### Clock wires, drivers and flops

Drawn at 4 px/um.
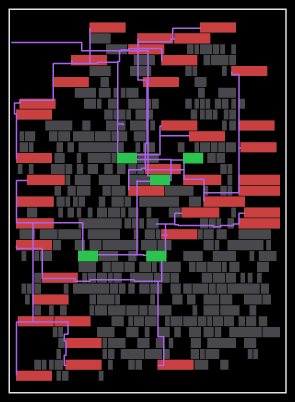
### Wires at chosen ports, followed through buffers

Drawn at 4 px/um.
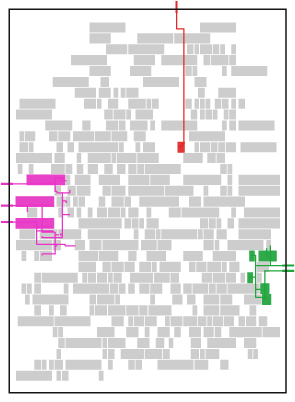
### Cell classes on the final placement

Drawn at 3 px/um.
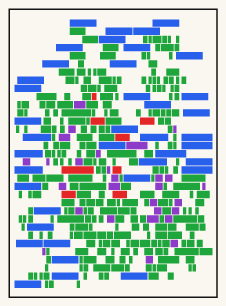
`src/rtl/payment_collector_if.sv`:
```
// Purpose : bundles the fee/coin/cancel inputs and gate/change/status outputs of the payment collector.
// Latency : n/a (signal bundle only).
// Backpressure: none; every strobe is a one-cycle pulse that is never stalled.
// Ports   : master = stimulus side (drives cost/coin/cancel), slave = payment_collector.
interface payment_collector_if;
    logic [7:0] cost;
    logic       cost_valid;
    logic       coin_valid;
    logic [1:0] coin_value;
    logic       cancel;
    logic       gate_open;
    logic       change_pulse;
    logic       coin_reject;
    logic [7:0] paid_total;
    logic       busy;
    logic [2:0] state;

    modport master (
        output cost, cost_valid, coin_valid, coin_value, cancel,
        input  gate_open, change_pulse, coin_reject, paid_total, busy, state
    );

    modport slave (
        input  cost, cost_valid, coin_valid, coin_value, cancel,
        output gate_open, change_pulse, coin_reject, paid_total, busy, state
    );
endinterface

```
`src/rtl/payment_collector.sv`:
```
// Purpose : parking-style fee collector: takes coins toward a fee, dispenses change/refund pulses, opens the gate.
// Latency : every output is registered; inputs sampled on one edge are visible one cycle later.
// Backpressure: none; coins arriving outside COLLECT, or that would overflow paid_total, get a coin_reject pulse.
// Ports   : clk, reset (async active-low), pc (slave modport of payment_collector_if).
module payment_collector #(
    parameter int TIMEOUT_CYCLES = 255,
    parameter int GATE_HOLD      = 16
) (
    input  logic clk,
    input  logic reset,
    payment_collector_if.slave pc
);

    localparam int TW = $clog2(TIMEOUT_CYCLES + 1);
    // One counter serves change, refund and gate hold; wide enough for both uses.
    localparam int CW = (GATE_HOLD > 255) ? $clog2(GATE_HOLD + 1) : 8;

    typedef enum logic [2:0] {
        S_IDLE    = 3'd0,
        S_COLLECT = 3'd1,
        S_CHANGE  = 3'd2,
        S_OPEN    = 3'd3,
        S_REFUND  = 3'd4
    } state_t;

    state_t          state_q, state_d;
    logic [7:0]      due_q, due_d;
    logic [7:0]      paid_q, paid_d;
    logic [TW-1:0]   timer_q, timer_d;
    logic [CW-1:0]   cnt_q, cnt_d;
    logic            gate_q, pulse_q, reject_q, busy_q;
    logic            reject_d;

    logic [3:0]      coin_units;
    logic [8:0]      sum9;
    logic            coin_ok;
    logic [7:0]      total;
    logic            timeout;

    always_comb begin
        case (pc.coin_value)
            2'b00:   coin_units = 4'd1;
            2'b01:   coin_units = 4'd2;
            2'b10:   coin_units = 4'd5;
            default: coin_units = 4'd10;
        endcase
    end

    // Ninth bit of the sum flags a coin that would overflow paid_total.
    assign sum9    = {1'b0, paid_q} + {5'b0, coin_units};
    assign coin_ok = pc.coin_valid && (state_q == S_COLLECT) && !sum9[8];
    // Total including this cycle's coin, so a same-cycle cancel refunds it too.
    assign total   = coin_ok ? sum9[7:0] : paid_q;
    // Fires on the idle cycle that would bring the timer up to TIMEOUT_CYCLES.
    assign timeout = !coin_ok && (timer_q == TW'(TIMEOUT_CYCLES - 1));

    always_comb begin
        state_d  = state_q;
        due_d    = due_q;
        paid_d   = paid_q;
        timer_d  = timer_q;
        cnt_d    = cnt_q;
        reject_d = pc.coin_valid && !coin_ok;
        case (state_q)
            S_IDLE: begin
                if (pc.cost_valid) begin
                    due_d   = pc.cost;
                    paid_d  = 8'd0;
                    timer_d = '0;
                    if (pc.cost == 8'd0) begin
                        state_d = S_OPEN;
                        cnt_d   = CW'(GATE_HOLD);
                    end else begin
                        state_d = S_COLLECT;
                    end
                end
            end
            S_COLLECT: begin
                paid_d  = total;
                timer_d = coin_ok ? '0 : timer_q + 1'b1;
                // Completion has priority over cancel/timeout.
                if (coin_ok && (total >= due_q)) begin
                    if (total > due_q) begin
                        state_d = S_CHANGE;
                        cnt_d   = CW'(total - due_q);
                    end else begin
                        state_d = S_OPEN;
                        cnt_d   = CW'(GATE_HOLD);
                    end
                end else if (pc.cancel || timeout) begin
                    if (total != 8'd0) begin
                        state_d = S_REFUND;
                        cnt_d   = CW'(total);
                    end else begin
                        state_d = S_IDLE;
                    end
                end
            end
            S_CHANGE: begin
                if (cnt_q <= CW'(1)) begin
                    state_d = S_OPEN;
                    cnt_d   = CW'(GATE_HOLD);
                end else begin
                    cnt_d = cnt_q - 1'b1;
                end
            end
            S_OPEN, S_REFUND: begin
                if (cnt_q <= CW'(1)) begin
                    state_d = S_IDLE;
                    cnt_d   = '0;
                end else begin
                    cnt_d = cnt_q - 1'b1;
                end
            end
            default: state_d = S_IDLE;
        endcase
    end

    always_ff @(posedge clk or negedge reset) begin
        if (!reset) begin
            state_q  <= S_IDLE;
            due_q    <= 8'd0;
            paid_q   <= 8'd0;
            timer_q  <= '0;
            cnt_q    <= '0;
            gate_q   <= 1'b0;
            pulse_q  <= 1'b0;
            reject_q <= 1'b0;
            busy_q   <= 1'b0;
        end else begin
            state_q  <= state_d;
            due_q    <= due_d;
            paid_q   <= paid_d;
            timer_q  <= timer_d;
            cnt_q    <= cnt_d;
            // Output flops track the next state so they line up with state_q.
            gate_q   <= (state_d == S_OPEN);
            pulse_q  <= (state_d == S_CHANGE) || (state_d == S_REFUND);
            reject_q <= reject_d;
            busy_q   <= (state_d != S_IDLE);
        end
    end

    assign pc.gate_open    = gate_q;
    assign pc.change_pulse = pulse_q;
    assign pc.coin_reject  = reject_q;
    assign pc.paid_total   = paid_q;
    assign pc.busy         = busy_q;
    assign pc.state        = state_q;

endmodule

```
`src/flat_wrapper.sv`:
```
// flat-port wrapper written by rule: the top's interface ports become plain ports
module payment_collector_flat 
#(
    parameter int TIMEOUT_CYCLES = 255,
    parameter int GATE_HOLD      = 16
)
  (clk, reset, pc_cost, pc_cost_valid, pc_coin_valid, pc_coin_value, pc_cancel, pc_gate_open, pc_change_pulse, pc_coin_reject, pc_paid_total, pc_busy, pc_state);
  payment_collector_if pc_i ();
  input  logic clk;
  input  logic reset;
  input wire logic [$bits(pc_i.cost)-1:0] pc_cost;
  input wire logic [$bits(pc_i.cost_valid)-1:0] pc_cost_valid;
  input wire logic [$bits(pc_i.coin_valid)-1:0] pc_coin_valid;
  input wire logic [$bits(pc_i.coin_value)-1:0] pc_coin_value;
  input wire logic [$bits(pc_i.cancel)-1:0] pc_cancel;
  output wire logic [$bits(pc_i.gate_open)-1:0] pc_gate_open;
  output wire logic [$bits(pc_i.change_pulse)-1:0] pc_change_pulse;
  output wire logic [$bits(pc_i.coin_reject)-1:0] pc_coin_reject;
  output wire logic [$bits(pc_i.paid_total)-1:0] pc_paid_total;
  output wire logic [$bits(pc_i.busy)-1:0] pc_busy;
  output wire logic [$bits(pc_i.state)-1:0] pc_state;
  assign pc_i.cost = pc_cost;
  assign pc_i.cost_valid = pc_cost_valid;
  assign pc_i.coin_valid = pc_coin_valid;
  assign pc_i.coin_value = pc_coin_value;
  assign pc_i.cancel = pc_cancel;
  assign pc_gate_open = pc_i.gate_open;
  assign pc_change_pulse = pc_i.change_pulse;
  assign pc_coin_reject = pc_i.coin_reject;
  assign pc_paid_total = pc_i.paid_total;
  assign pc_busy = pc_i.busy;
  assign pc_state = pc_i.state;
  payment_collector #(.TIMEOUT_CYCLES(TIMEOUT_CYCLES), .GATE_HOLD(GATE_HOLD)) u_core (.clk(clk), .reset(reset), .pc(pc_i));
endmodule
```
`config.mk`:
```
export PLATFORM = sky130hd
export DESIGN_NAME = payment_collector_flat
export DESIGN_NICKNAME = d
export VERILOG_FILES = /design/src/rtl/payment_collector_if.sv /design/src/rtl/payment_collector.sv /design/src/flat_wrapper.sv
export SDC_FILE = /design/constraint.sdc
export NUM_CORES = 1
export LEC_CHECK = 0
export CORE_ASPECT_RATIO = 1.4
export CORE_UTILIZATION = 45
export DETAILED_ROUTE_END_ITERATION = 10
export DONT_BUFFER_PORTS = 1
export GPL_TIMING_DRIVEN = 0
export SETUP_SLACK_MARGIN = 0.2
export SYNTH_ARGS = -nofsm -noshare
export SYNTH_HDL_FRONTEND = slang
export SYNTH_SLANG_ARGS = --single-unit
```
`constraint.sdc`:
```
create_clock -name clk -period 4.2 [get_ports clk]
set_input_delay 0.63 -clock clk [delete_from_list [all_inputs] [get_ports clk]]
set_output_delay 0.63 -clock clk [all_outputs]
set_load 0.1 [all_outputs]
```
==> run notes <==
Here are the numbers from the latest Yosys + OpenROAD run.

The smallest setup slack after layout is 0.0626 ns. Sorting the synthesized cells by how often they occur yields sky130_fd_sc_hd__dfrtp_1 (39), sky130_fd_sc_hd__nand2_1 (35), sky130_fd_sc_hd__o21ai_0 (31), sky130_fd_sc_hd__inv_1 (25), sky130_fd_sc_hd__nor2_1 (23). In the post-synthesis netlist, the cell with the most instances is sky130_fd_sc_hd__dfrtp_1. Once detailed placement completed, the half-perimeter wirelength came to 5.12 mm.

The TritonCTS clock tree is yes. In this run the clock root is driven by a sky130_fd_sc_hd__clkbuf_8. The post-route netlist has 26.7% of its cells at a drive strength greater than 1. The leakage component of the power is 0.00146 uW. The routed via count is 2410. The quantity of gates resized following cts came out at 42. The critical path ends at u_core.cnt_q[4]$_DFFE_PN0P_. The total chip power is 725 uW. The clock skew after layout came out at 0.00881 ns. The CTS sink count came out at 39. STA reports the tightest min-delay check as being of type input pin to async pin.

The max-slew check reports its worst relative slack as 28.1%. The global routing stage identified its most utilized layer as met2. The OpenROAD report gives the critical path a required time of 4.39 ns. In the final report, the number of pins over their slew limit comes to 0. The run finished with clean final reports. The via count of the first global-routing pass is 2351. The startpoint identified for the worst register-to-register timing path is u_core.pc.paid_total[0]$_DFFE_PN0P_. Per the cell usage report, the commonest logic cell in the layout is sky130_fd_sc_hd__nand2_1. The synthesis-to-layout area growth came out at 22.6%.

The combinational gate area is 1940 um^2. The share of final layout cell area taken by clock buffers and inverters is 3.27%.
## Picture notes: 'Clock wires, drivers and flops'
legend:
  purple:
    item: clock wires
    length: 624 um
  green:
    item: clock drivers
    count: 5
  red:
    item: flip-flops
    count: 39
flops lie: all over the die
clock network fraction of design power: 45.2%
worst-skew pair later-pin latency: 0.30 ns

## Picture notes: 'Wires at chosen ports, followed through buffers'
legend:
  magenta:
    port: pc_state
    bits: 3
    direction: output
    edge: west
    end_cells: 3
    buffers: 0
    wire: 105 um
  red:
    port: pc_cancel
    bits: 1
    direction: input
    edge: north
    end_cells: 1
    buffers: 0
    wire: 37.1 um
  green:
    port: pc_coin_value
    bits: 2
    direction: input
    edge: east
    end_cells: 5
    buffers: 1
    wire: 43.9 um
PortBufs: 0
number of ports placed on the die boundary: 30

## Picture notes: 'Cell classes on the final placement'
legend:
  red:
    class: clock drivers and dummy loads
    cells: 8
    share_of_their_area: 3.4%
  green:
    class: combinational and other logic
    cells: 269
    share_of_their_area: 60%
  purple:
    class: remaining buffers and delay cells
    cells: 28
    share_of_their_area: 6.4%
  blue:
    class: sequential cells
    cells: 39
    share_of_their_area: 30%
count of standard-cell rows: 33
Core ar.: 5950 um^2
Final Util: 57.9%
Finished Cell Area: 3440 um^2
share of cell area taken by flip-flops and latches: 29.0%

[registers in the layout (all words and copies together) (netlist names)]
register / cells
u_core.pc.state: 3
u_core.due_q: 8
u_core.pc.gate_open: 1
u_core.pc.paid_total: 8
u_core.pc.coin_reject: 1
u_core.timer_q: 8
u_core.pc.busy: 1
u_core.cnt_q: 8
u_core.pc.change_pulse: 1
[cell families (layout without fill, tap and decap cells)]
logic type	after synthesis	in the layout	share of synthesized area [%]
simple gates	112	112	20.2
compound gates	85	85	20.1
flops	39	39	34.7
buf+inv	35	61	5.30
fa+ha+maj	18	18	8.55
xor+xnor	17	17	5.30
mux	12	12	5.79
No activity file was given, so power comes from the tool's default toggle rates.
